### Sequential cells coloured by netlist name

Drawn at 2 px/micron. Other sequential cells in the stronger grey, the rest of the logic in the fainter grey.
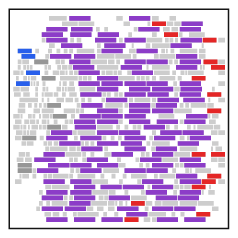
### Routed metal, one colour a layer

Drawn at 2 px/micron.
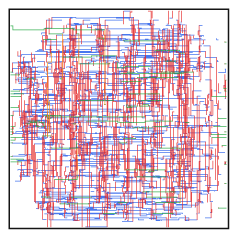
### M3 wires

Drawn at 2 px/micron.
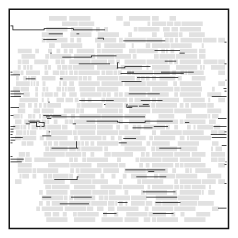
### Track usage over the die

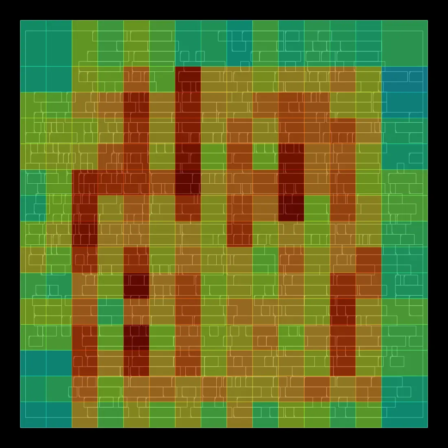
### Clock wires, drivers and flops

Drawn at 3 px/micron.
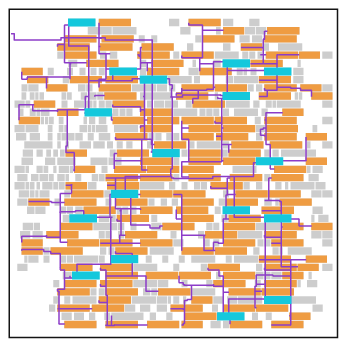
## config.mk

```make
export PLATFORM = sky130hd
export DESIGN_NAME = instruction_loader
export DESIGN_NICKNAME = d
export VERILOG_FILES = /design/src/rtl/tpu_isa_pkg.sv /design/src/rtl/instruction_loader_instr_mem.sv /design/src/rtl/instruction_loader.sv
export SDC_FILE = /design/constraint.sdc
export NUM_CORES = 1
export LEC_CHECK = 0
export CORE_UTILIZATION = 60
export CTS_CLUSTER_SIZE = 14
export DETAILED_ROUTE_END_ITERATION = 16
export PLACE_DENSITY = 0.81
export SETUP_SLACK_MARGIN = 0.05
export SLEW_MARGIN = 20
export SYNTH_ARGS = -nofsm -noshare
export SYNTH_HDL_FRONTEND = slang
export SYNTH_HIERARCHICAL = 1
export SYNTH_SLANG_ARGS = --single-unit
```

## constraint.sdc

```tcl
create_clock -name clk -period 6.05 [get_ports clk]
set_clock_uncertainty 0.15 [all_clocks]
set_input_delay 1.21 -clock clk [delete_from_list [all_inputs] [get_ports clk]]
set_output_delay 1.21 -clock clk [all_outputs]
set_load 0.02 [all_outputs]
```

## src/rtl/tpu_isa_pkg.sv

```systemverilog
// Shared ISA definitions for the TPU control path: opcodes, loader state
// encoding and loader error codes.
package tpu_isa_pkg;

  localparam logic [2:0] NO_OP       = 3'b000;
  localparam logic [2:0] LOAD_ADDR   = 3'b001;
  localparam logic [2:0] LOAD_WEIGHT = 3'b010;
  localparam logic [2:0] LOAD_INPUTS = 3'b011;
  localparam logic [2:0] COMPUTE     = 3'b100;
  localparam logic [2:0] STORE       = 3'b101;

  localparam logic [1:0] ERR_NONE     = 2'd0;
  localparam logic [1:0] ERR_ILLEGAL  = 2'd1;
  localparam logic [1:0] ERR_OVERFLOW = 2'd2;

  typedef enum logic [1:0] {
    ST_LOAD  = 2'd0,
    ST_ARMED = 2'd1,
    ST_RUN   = 2'd2,
    ST_ERROR = 2'd3
  } loader_state_t;

  // STORE is the highest defined opcode; 110 and 111 are reserved.
  function automatic logic is_legal_opcode(input logic [2:0] op);
    return op <= STORE;
  endfunction

endpackage

```

## src/rtl/instruction_loader_instr_mem.sv

```systemverilog
// Instruction memory: one write port, one registered read port. A write and
// a read to the same address in the same cycle return the old contents.
module instr_mem #(
  parameter int DEPTH = 8,
  parameter int IW    = 16,
  parameter int AW    = $clog2(DEPTH)
) (
  input  logic          clk,
  input  logic          reset,
  input  logic          wr_en_i,
  input  logic [AW-1:0] wr_addr_i,
  input  logic [IW-1:0] wr_data_i,
  input  logic [AW-1:0] rd_addr_i,
  output logic [IW-1:0] rd_data_o
);

  logic [IW-1:0] mem_q [DEPTH];
  logic [IW-1:0] rd_data_q;

  // Storage and read register; reset fills every entry with NO_OP (all zero).
  always_ff @(posedge clk) begin
    if (reset) begin
      for (int i = 0; i < DEPTH; i++) mem_q[i] <= '0;
      rd_data_q <= '0;
    end else begin
      rd_data_q <= mem_q[rd_addr_i];
      if (wr_en_i) mem_q[wr_addr_i] <= wr_data_i;
    end
  end

  assign rd_data_o = rd_data_q;

endmodule

```

## src/rtl/instruction_loader.sv

```systemverilog
// Host-facing instruction loader: accepts instruction words, screens the
// opcode, fills the instruction memory and launches the control unit once a
// NO_OP terminator is loaded and the host asks to go.
module instruction_loader
  import tpu_isa_pkg::*;
#(
  parameter int DEPTH = 8,
  parameter int IW    = 16,
  parameter int AW    = $clog2(DEPTH)
) (
  input  logic          clk,
  input  logic          reset,
  input  logic          host_valid,
  input  logic [IW-1:0] host_data,
  output logic          host_ready,
  input  logic          go,
  input  logic          clear_err,
  input  logic          run_done,
  output logic          start,
  input  logic [AW-1:0] fetch_addr,
  output logic [IW-1:0] fetch_instr,
  output logic [AW:0]   word_count,
  output logic          err,
  output logic [1:0]    err_code
);

  localparam logic [AW:0]   CNT_LAST = (AW+1)'(DEPTH - 1);
  localparam logic [AW:0]   CNT_ONE  = (AW+1)'(1);
  localparam logic [AW-1:0] PTR_ONE  = AW'(1);

  loader_state_t state_q;
  logic [AW-1:0] wr_ptr_q;
  logic [AW:0]   word_count_q;
  logic          start_q;
  logic [1:0]    err_code_q;

  logic xfer;
  logic legal;
  logic is_nop;
  logic mem_we;

  // Handshake and word classification; only legal words reach memory.
  always_comb begin
    legal  = is_legal_opcode(host_data[IW-1 -: 3]);
    is_nop = (host_data == '0);
    xfer   = host_valid && host_ready;
    mem_we = xfer && legal;
  end

  // Loader FSM with registered start pulse, write pointer, count and error code.
  always_ff @(posedge clk) begin
    if (reset) begin
      state_q      <= ST_LOAD;
      wr_ptr_q     <= '0;
      word_count_q <= '0;
      start_q      <= 1'b0;
      err_code_q   <= ERR_NONE;
    end else begin
      start_q <= 1'b0;
      case (state_q)
        ST_LOAD: begin
          if (xfer) begin
            if (!legal) begin
              state_q    <= ST_ERROR;
              err_code_q <= ERR_ILLEGAL;
            end else begin
              wr_ptr_q     <= wr_ptr_q + PTR_ONE;
              word_count_q <= word_count_q + CNT_ONE;
              // Terminator check comes first: a NO_OP in the last slot still arms.
              if (is_nop) begin
                state_q <= ST_ARMED;
              end else if (word_count_q == CNT_LAST) begin
                state_q    <= ST_ERROR;
                err_code_q <= ERR_OVERFLOW;
              end
            end
          end
        end
        ST_ARMED: begin
          if (go) begin
            start_q <= 1'b1;
            state_q <= ST_RUN;
          end
        end
        ST_RUN: begin
          if (run_done) begin
            state_q      <= ST_LOAD;
            wr_ptr_q     <= '0;
            word_count_q <= '0;
          end
        end
        ST_ERROR: begin
          if (clear_err) begin
            state_q      <= ST_LOAD;
            wr_ptr_q     <= '0;
            word_count_q <= '0;
            err_code_q   <= ERR_NONE;
          end
        end
        default: state_q <= ST_LOAD;
      endcase
    end
  end

  assign host_ready = (state_q == ST_LOAD) && !reset;
  assign err        = (state_q == ST_ERROR);
  assign start      = start_q;
  assign word_count = word_count_q;
  assign err_code   = err_code_q;

  instr_mem #(
    .DEPTH(DEPTH),
    .IW   (IW),
    .AW   (AW)
  ) u_mem (
    .clk      (clk),
    .reset    (reset),
    .wr_en_i  (mem_we),
    .wr_addr_i(wr_ptr_q),
    .wr_data_i(host_data),
    .rd_addr_i(fetch_addr),
    .rd_data_o(fetch_instr)
  );

endmodule
```

==> impl_metrics.ini <==
; yosys + openroad results
[cells_and_area]
largest_reg_flops = 128
regMostFlops = u_mem/mem_q
seq_area_share_pct = 55.0
fin_cells = 662
clkbuf_count = 18
inv_count = 5
flop-count = 156
drive_gt1_share_pct = 17.8
diodes = 0
areaGrowthSynthToFinish_pct = 16.7
nonClkBufAreaFrac_pct = 6.66
mostFrequentLayoutCells = and2_1 (129), edfxtp_1 (128), clkdlybuf4s50_1 (47), mux4_2 (32), dfxtp_1 (28)
mi_logic_area_sq_um = 2300

[placement]
io_buffers = 49
place_area_sq_um = 7430

[min_path]
min-delay-start = err_code[1]$_SDFFE_PP0P_
holdPathEnd = err_code[1]$_SDFFE_PP0P_
hold_class = reg -> reg

[logic_synthesis]
synth.yosys.num_cells = 457
synthCells = 457
mux_share_pct = 13.3
avgSynthCellArea_sq_um = 15.0
synth.most_common_cell = and2_1
synth-simple-area-share_pct = 17.6
top_cell_area_share_pct = 56.1
synth_nets = 484
yosys-stat-area_sq_um = 6860

[clocking]
clk_pin_slew_worst_paths_ns = 0.06
cts_hold_buf = 0
postCtsSetupBuffers = 0
htreeDepth = 4
clockBufferDepth = 2
cts_tree = done

[pwr]
seqPwrFrac_pct = 50.3
irDropWorstVdd_mv = 0.173
p_comb_mw = 0.184
power.leakage_nw = 2.95
pwr-share-comb_pct = 7.6
finalPower_mw = 2.43
top_power_group = sequential cells
sw_frac_of_total_pct = 22.0
p_int_mw = 1.89

[outcome]
status = finished, final reports clean

[global_route]
antenna_found_initial = 0
grt_max_degree = 33

[die]
nWellTaps = 140
fp.dieH_microns = 109
dieArea_sq_um = 11900
die_x_microns = 109

[drt]
wl_met3_microns = 739
drc = 0
drt_iter0_markers = 224
maxUsedRoutingLayer = met4
drt_first_pass_iters = 5

[critical_path]
worstPathCellList = clkdlybuf4s50_1 -> nor3_1 -> clkdlybuf4s50_1
path_class = in -> out
r2r_start = state_q[1]$_SDFFE_PP0P_
end_kind = output port
crit_cells = 3
required_ns = 4.69
cpPeakStageDelay_ns = 0.63
cp.buffers_inverters = 2
start_kind = input pin

[timing]
hold_viol = 0
period_minus_slack_ns = 4.01
drv_slew = 0
setup_viol = 0
holdWs_ns = 0.317
worst_pin_slew_ns = 0.798
fmax_mhz = 250

[flow_run]
max-cap-violations = 0
tool_warnings = 26
Back to the opening pictures, 'Sequential cells coloured by netlist name':
legend:
  u_mem/rd_data_o:
    colour: red
    placed_flops: 16
  word_count:
    colour: blue
    placed_flops: 4
    where: upper left
  u_mem/mem_q:
    colour: purple
    placed_flops: 128
P_seq: 1.22 mW
Reg area: 4400 sq um
Final Util: 72.9%

Back to the opening pictures, 'Routed metal, one colour a layer':
legend:
  metal 1:
    colour: blue
    wire_length: 5,610 microns
  metal 4:
    colour: orange
    wire_length: 175 microns
  metal 2:
    colour: red
    wire_length: 6,990 microns
  metal 3:
    colour: green
    wire_length: 740 microns
WL final: 13.5 mm
WL/cell: 20.4 microns
DR vias: 3,891
Tot GR Track Use: 25.7%

Back to the opening pictures, 'M3 wires':
nets with wire on the layer: 68
share of all routed wire: 5.5%
main direction: horizontal
wire length on this layer: 740 microns
met3 Use GR: 5.20%

Back to the opening pictures, 'Track usage over the die':
Most Crowded Layer GR: met2
met1 Resource Use GR: 33.2%
met2 GRT Util: 42.7%

Back to the opening pictures, 'Clock wires, drivers and flops':
legend:
  flip-flops:
    colour: orange
    count: 156
  clock wires:
    colour: purple
    length: 1,600 microns
  clock drivers:
    colour: cyan
    count: 17
flops lie: widely spread
routed clock nets: 18
clock group power: 1.02 mW
clk latency late pin: 0.42 ns
Clk network pwr share: 42.2%

Power figures rest on the tool's default switching activity, not on a simulated workload.
